--- config.mk ---
export PLATFORM = sky130hd
export DESIGN_NAME = pwl_tanh_arbiter
export DESIGN_NICKNAME = d
export VERILOG_FILES = /design/src/rtl/pwl_tanh_arbiter.sv
export SDC_FILE = /design/constraint.sdc
export NUM_CORES = 1
export LEC_CHECK = 0
export CORE_ASPECT_RATIO = 1.75
export CORE_UTILIZATION = 51
export DETAILED_ROUTE_END_ITERATION = 6
export MAX_ROUTING_LAYER = met4
export PLACE_DENSITY = 0.89
export SYNTH_ARGS = -nofsm -noshare
export SYNTH_HDL_FRONTEND = slang
export SYNTH_SLANG_ARGS = --single-unit
--- constraint.sdc ---
create_clock -name clk -period 8.55 [get_ports clk]
set_input_delay 0.855 -clock clk [delete_from_list [all_inputs] [get_ports clk]]
set_output_delay 0.855 -clock clk [all_outputs]
set_load 0.05 [all_outputs]
--- src/rtl/pwl_tanh_arbiter.sv ---
// ---------------------------------------------------------------------------
// pwl_tanh_arbiter
//
// Shares one fixed-latency tanh unit among NUM_REQ requesters. Requests are
// granted round-robin, every in-flight sample carries its owner index through
// a TANH_LAT-deep tag pipeline, and each result lands in a 1-deep response
// slot owned by the requester that issued it.
//
// A requester is only granted when its slot is empty and it has nothing in
// flight. A result therefore always finds its slot empty, so no overwrite or
// drop logic is needed.
//
// Optional build macro: PWL_TANH_ARB_STATS_EN adds saturating grant/stall
// counters with a synchronous clear.
//
// Ports
//   clk, rst_n          clock, asynchronous active-low reset
//   req_valid/ready     per-requester request handshake (ready is one-hot or 0)
//   req_data            packed Q8.8 inputs, requester i at [i*DATA_W +: DATA_W]
//   resp_valid/ready    per-requester response handshake
//   resp_data           packed results, same packing as req_data
//   tanh_valid_in/x_in  issue side of the shared tanh unit
//   tanh_valid_out/y_out result side of the shared tanh unit
//   stat_clr            (macro only) synchronous clear of both counters
//   stat_grants         (macro only) saturating count of issued samples
//   stat_stall          (macro only) saturating count of stalled cycles
// ---------------------------------------------------------------------------
module pwl_tanh_arbiter #(
    parameter int NUM_REQ  = 4,
    parameter int DATA_W   = 16,
    parameter int TANH_LAT = 1
) (
    input  logic                      clk,
    input  logic                      rst_n,
    input  logic [NUM_REQ-1:0]        req_valid,
    output logic [NUM_REQ-1:0]        req_ready,
    input  logic [NUM_REQ*DATA_W-1:0] req_data,
    output logic [NUM_REQ-1:0]        resp_valid,
    input  logic [NUM_REQ-1:0]        resp_ready,
    output logic [NUM_REQ*DATA_W-1:0] resp_data,
    output logic                      tanh_valid_in,
    output logic [DATA_W-1:0]         tanh_x_in,
    input  logic                      tanh_valid_out,
    input  logic [DATA_W-1:0]         tanh_y_out
`ifdef PWL_TANH_ARB_STATS_EN
    ,
    input  logic                      stat_clr,
    output logic [31:0]               stat_grants,
    output logic [31:0]               stat_stall
`endif
);

    localparam int IDX_W = (NUM_REQ > 1) ? $clog2(NUM_REQ) : 1;

    logic [IDX_W-1:0]          ptr_q, ptr_d;
    logic [NUM_REQ-1:0]        slot_v_q, slot_v_d;
    logic [NUM_REQ*DATA_W-1:0] slot_data_q, slot_data_d;
    logic                      tag_v_q   [TANH_LAT];
    logic [IDX_W-1:0]          tag_idx_q [TANH_LAT];

    logic [NUM_REQ-1:0]        in_flight;
    logic [NUM_REQ-1:0]        eligible;
    logic [NUM_REQ-1:0]        grant;
    logic                      gnt_any;
    logic [IDX_W-1:0]          gnt_idx;
    logic                      exit_v;
    logic [IDX_W-1:0]          exit_idx;
    logic                      capture;
    int                        rr_j;

    assign exit_v   = tag_v_q[TANH_LAT-1];
    assign exit_idx = tag_idx_q[TANH_LAT-1];
    assign capture  = exit_v & tanh_valid_out;

    always_comb begin
        in_flight = '0;
        for (int s = 0; s < TANH_LAT; s++) begin
            if (tag_v_q[s]) begin
                in_flight[tag_idx_q[s]] = 1'b1;
            end
        end
    end

    assign eligible = req_valid & ~slot_v_q & ~in_flight;

    // Round-robin search starting at the pointer. Gating with rst_n keeps
    // req_ready and tanh_valid_in low while reset is held, since the
    // cleared state would otherwise make every valid requester eligible.
    always_comb begin
        grant   = '0;
        gnt_any = 1'b0;
        gnt_idx = '0;
        rr_j    = 0;
        for (int k = 0; k < NUM_REQ; k++) begin
            rr_j = int'(ptr_q) + k;
            if (rr_j >= NUM_REQ) begin
                rr_j = rr_j - NUM_REQ;
            end
            if (!gnt_any && eligible[rr_j] && rst_n) begin
                gnt_any     = 1'b1;
                gnt_idx     = IDX_W'(rr_j);
                grant[rr_j] = 1'b1;
            end
        end
    end

    always_comb begin
        ptr_d = ptr_q;
        if (gnt_any) begin
            ptr_d = (gnt_idx == IDX_W'(NUM_REQ - 1)) ? '0 : gnt_idx + 1'b1;
        end
    end

    assign req_ready     = grant;
    assign tanh_valid_in = gnt_any;
    assign tanh_x_in     = gnt_any ? req_data[gnt_idx*DATA_W +: DATA_W] : '0;

    // Handshake clears the slot; a capture fills it. Both never hit the same
    // slot in one cycle because a full slot blocks its owner from issuing.
    always_comb begin
        slot_v_d    = slot_v_q;
        slot_data_d = slot_data_q;
        for (int i = 0; i < NUM_REQ; i++) begin
            if (slot_v_q[i] && resp_ready[i]) begin
                slot_v_d[i]                        = 1'b0;
                slot_data_d[i*DATA_W +: DATA_W] = '0;
            end
        end
        if (capture) begin
            slot_v_d[exit_idx]                        = 1'b1;
            slot_data_d[exit_idx*DATA_W +: DATA_W] = tanh_y_out;
        end
    end

    always_ff @(posedge clk or negedge rst_n) begin
        if (!rst_n) begin
            ptr_q       <= '0;
            slot_v_q    <= '0;
            slot_data_q <= '0;
        end else begin
            ptr_q       <= ptr_d;
            slot_v_q    <= slot_v_d;
            slot_data_q <= slot_data_d;
        end
    end

    always_ff @(posedge clk or negedge rst_n) begin
        if (!rst_n) begin
            for (int s = 0; s < TANH_LAT; s++) begin
                tag_v_q[s]   <= 1'b0;
                tag_idx_q[s] <= '0;
            end
        end else begin
            tag_v_q[0]   <= gnt_any;
            tag_idx_q[0] <= gnt_idx;
            for (int s = 1; s < TANH_LAT; s++) begin
                tag_v_q[s]   <= tag_v_q[s-1];
                tag_idx_q[s] <= tag_idx_q[s-1];
            end
        end
    end

    assign resp_valid = slot_v_q;
    assign resp_data  = slot_data_q;

`ifdef PWL_TANH_ARB_STATS_EN
    logic [31:0] grants_q, grants_d;
    logic [31:0] stall_q, stall_d;

    always_comb begin
        grants_d = grants_q;
        stall_d  = stall_q;
        if (stat_clr) begin
            grants_d = '0;
            stall_d  = '0;
        end else begin
            if (gnt_any && (grants_q != '1)) begin
                grants_d = grants_q + 32'd1;
            end
            if ((|req_valid) && !gnt_any && (stall_q != '1)) begin
                stall_d = stall_q + 32'd1;
            end
        end
    end

    always_ff @(posedge clk or negedge rst_n) begin
        if (!rst_n) begin
            grants_q <= '0;
            stall_q  <= '0;
        end else begin
            grants_q <= grants_d;
            stall_q  <= stall_d;
        end
    end

    assign stat_grants = grants_q;
    assign stat_stall  = stall_q;
`endif

`ifndef SYNTHESIS
    // The tanh unit must return exactly one result per issued sample,
    // TANH_LAT cycles later.
    a_tag_align: assert property (@(posedge clk) disable iff (!rst_n)
        tanh_valid_out == exit_v);
`endif

endmodule

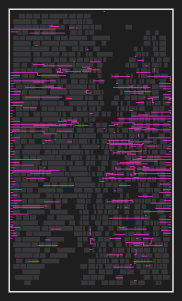
(signal wires on met3)
Scale: 2 px per um.
The wires run mostly horizontal. 201 nets have wire on it. The layer holds 7.2% of the routed length. The longest straight run is 34.3 um. The layer carries 1480 um of wire.
Total Routed Length: 20700 um
vias: 6327
grt met3 use: 0.0821

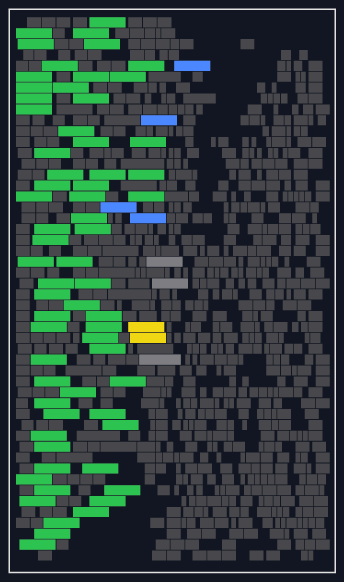
(sequential cells grouped by signal name)
Scale: 4 px per um. Other sequential cells in the stronger gray, the rest of the logic in the fainter gray.
Green stands for `resp_data`, flops 64. Blue stands for `resp_valid`, flops 4, where top center. Yellow stands for `exit_idx`, flops 2.
final core utilization: 0.722
P_seq: 524 uW
sequential share of cell area: 0.237

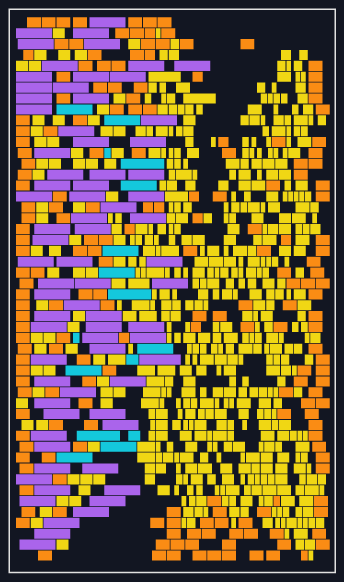
(placement by cell class)
Scale: 4 px per um.
Orange stands for other buffers and delay cells, cells 193. Purple stands for flops, cells 73. Yellow stands for combinational and other logic, cells 520. Cyan stands for clock drivers and dummy loads, cells 16.
final instance area: 0.00772 mm^2
row count: 50
Core ar.: 0.0107 mm^2

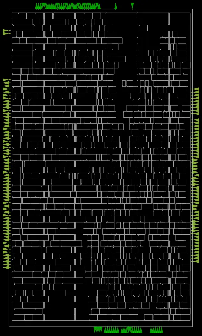
(placement view)
# fillers: 781
flip-flops: 73

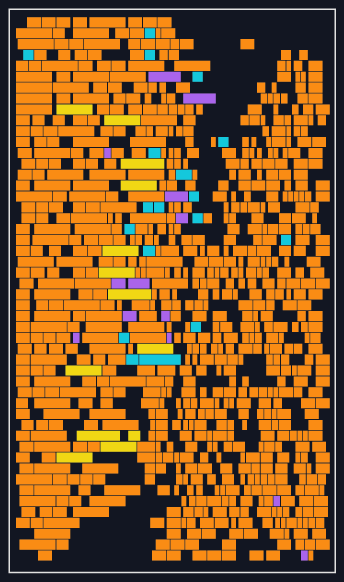
(cell sizes after repair)
Scale: 4 px per um.
Yellow stands for _6 and larger, cells 13, share 1.6%, most used clkbuf_16. Purple stands for _2 cells, cells 13, share 1.6%. Cyan stands for _3 and _4 cells, cells 18, share 2.2%, most used buf_4. Orange stands for _0 and _1 cells, cells 758, share 95%, most used clkdlybuf4s50_1.
Signal buffers: 193
Layout Area Growth over Synthesis: 38.3%
PnR worst setup slack: 2390 ps

==> impl_metrics.ini <==
; implementation run metrics
[timing]
setup_viol = 0
worst_pin_slew_ps = 1300
min_period_ps = 6160
drv_slew = 0
period_used_share = 0.721
fin_skew_ps = 8.05
slew_headroom = 0.132
rsz0062_at_grt = no
finalHoldViolCount = 0
fin_setup_tns_ps = 0
clock.fmax_mhz = 162

[pwr]
finalPower_mw = 3.18
p_per_area_mw_per_mm2 = 412
power_frac_comb = 0.700
pwr-share-seq = 0.165
pwr-share-clk = 0.135
vdd_drop_max_mv = 0.540
p_int_mw = 1.44
switching_share = 0.546
switching_power_mw = 1.74
p_leak_nw = 3.44

[synth]
synth_nets = 762
synth-seq-cells = 73
ys_sh_mux = 0.0672
ys_sh_aoi = 0.340
edf_count = 0
ff_type = dfrtp_1
synth-xor-area-share = 0
synth_cell_types = 45
synthesis.instances = 659
yosys-stat-area_mm2 = 0.00559
ys_seq_frac = 0.327
ys_cells = 659
synthSimpleGateAreaFrac = 0.155
synth.cell_area_mm2 = 0.00559
top_logic_kind = AND-OR/OR-AND gates
synthArstFlopShare = 1.00
ys_warn_count = 0
adder_share = 0.0269
avgSynthCellArea_um2 = 8.48

[floorplan]
die-area_mm2 = 0.0114
die_y_um = 140
initCoreUtil = 0.522
io_pins = 180
die_w_um = 81.1

[layout]
nets = 900
lay_top_cells = clkdlybuf4s50_1, nand2_1, dfrtp_1
layout_top_cell = clkdlybuf4s50_1
antenna_cells = 0
layout.area.comb_mm2 = 0.00332
fin_cells = 932
drive_above_1_share = 0.0549
regArea_mm2 = 0.00183

[setup_path]
start_kind = input port
crit_path_frequent_cell = clkdlybuf4s50_1
cp_max_fo = 38
end_kind = primary output
required_ps = 7700
crit_buf_inv = 3
crit_slowest_cell = and2_1
path_cells = clkdlybuf4s50_1 -> nor2b_1 -> nand2_1 -> mux4_2 -> o311ai_2 -> buf_4 -> and2_1 -> a2111oi_0 -> o22ai_1 -> clkdlybuf4s50_1
crit_type = input port to primary output
arrival_ps = 5310
slowest_delay_ps = 940
critical-path-top-delay-family = buffers and inverters
r2r_slack_ps = 4820

[clocking]
clk_pin_slew_ps = 60
cts_tree = yes
cts-root-buf = clkbuf_16
htreeDepth = 3
cts_setup_buffers = 0
cts_buffers = 9
clk_latency_ps = 330
cts.sinks = 73
ctsHoldBuffers = 0
clock_path_buffers = 2
post_cts_resized = 0

[global_route]
grt_pass1_vias = 6254
grt_usage = 0.384
antenna_found_initial = 0
grt_max_degree = 95
grt-ovfl-total = 0
grt_pass1_wl_um = 32600

[drt]
wire_per_inst_um = 22.2
dr.pass1.iters = 5
avgViaCountPerCell = 6.79
route.detailed.drc = 0
detail-route-antenna-nets = 0
drt_iter0_markers = 629

[placement]
post-place-cells = 914
hpwl_um = 13900
placed_area_mm2 = 0.00737
gp_congestion = 0.897
io_buffers = 179

[outcome]
status = completed

[flow_run]
warning_count = 36
drv_cap = 0

[hold_path]
hp-class = flop to flop
-- power by group through the flow --
stage	sequential (mW)	clock [mW]	combinational, mW
2_1_floorplan	0.703	0	1.33
3_3_place_gp	0.517	0	2.12
3_5_place_dp	0.519	0	2.16
4_1_cts	0.520	0.431	2.17
5_1_grt	0.533	0.445	2.34
6_report	0.524	0.430	2.23
-- area by class of cell --
| class | count | share of cell area |
|---|---|---|
| sequential | 73 | 0.237 |
| tap | 130 | 0.0211 |
| timing repair buffer | 193 | 0.245 |
| multi-input combinational | 472 | 0.430 |
| clock buffer | 9 | 0.0292 |
| inverter | 48 | 0.0233 |
| clock inverter | 7 | 0.0152 |
-- layer usage --
metal	share of wire	GRT usage
met4	0.049	0.202
met3	0.072	0.0821
met5	0	-
met2	0.52	0.632
met1	0.36	0.424
-- synthesized netlist by cell type, types with 3 or more instances --
master      n  area, um^2
nand3_1    37         185
a211oi_1    3        22.5
o31ai_1     4        30.0
a22o_1     64         561
clkbuf_1   54         203
o22ai_1    18         113
o21ai_0    42         210
mux2i_1    33         330
nor2_1      4        15.0
o221ai_1    4        35.0
nand2_1    76         285
nor2b_1    35         219
a21o_1     33         248
a2111oi_0  64         561
ha_1       12         150
inv_1      47         176
nor3_1      5        25.0
buf_6       5        56.3
and2_1      6        37.5
a21oi_1     5        25.0
dfrtp_1    73        1830
buf_2       5        25.0
-- sequential cells by signal (all words and copies together) (netlist names) --
name,flops
resp_data,64
resp_valid,4
exit_idx,2
ptr_q,2
exit_v,1
-- worst paths after layout --
check                                             start                       to  cells after the start
max in group asynchronous                         rst_n  resp_data[25]$_DFF_PN0_                      2
worst min-delay path            resp_data[27]$_DFF_PN0_  resp_data[27]$_DFF_PN0_                      1
worst max register to register    exit_idx[0]$_DFF_PN0_    exit_idx[1]$_DFF_PN0_                     10
worst max-delay path                       req_valid[3]             tanh_x_in[0]                     10
min in group asynchronous                         rst_n  resp_data[17]$_DFF_PN0_                      1
worst min register to register  resp_data[27]$_DFF_PN0_  resp_data[27]$_DFF_PN0_                      1
-- stage by stage --
step | setup WS (ps) | util | hold WS, ps
finish | 2390 | 0.722 | 501
floorplan | 4170 | - | 559
global placement | 2680 | 0.689 | 483
detailed placement | 2580 | 0.689 | 480
global route | 2100 | 0.722 | 515
CTS | 2560 | 0.721 | 501
-- logic make-up (layout without fill, tap and decap cells) --
kind of cell    count (synthesis)  count (layout)
mux                            35              35
flops                          73              73
simple gates                  176             176
compound gates                249             249
fa+ha+maj                      12              12
buf+inv                       114             257
No activity file was given, so power comes from the tool's default toggle rates.
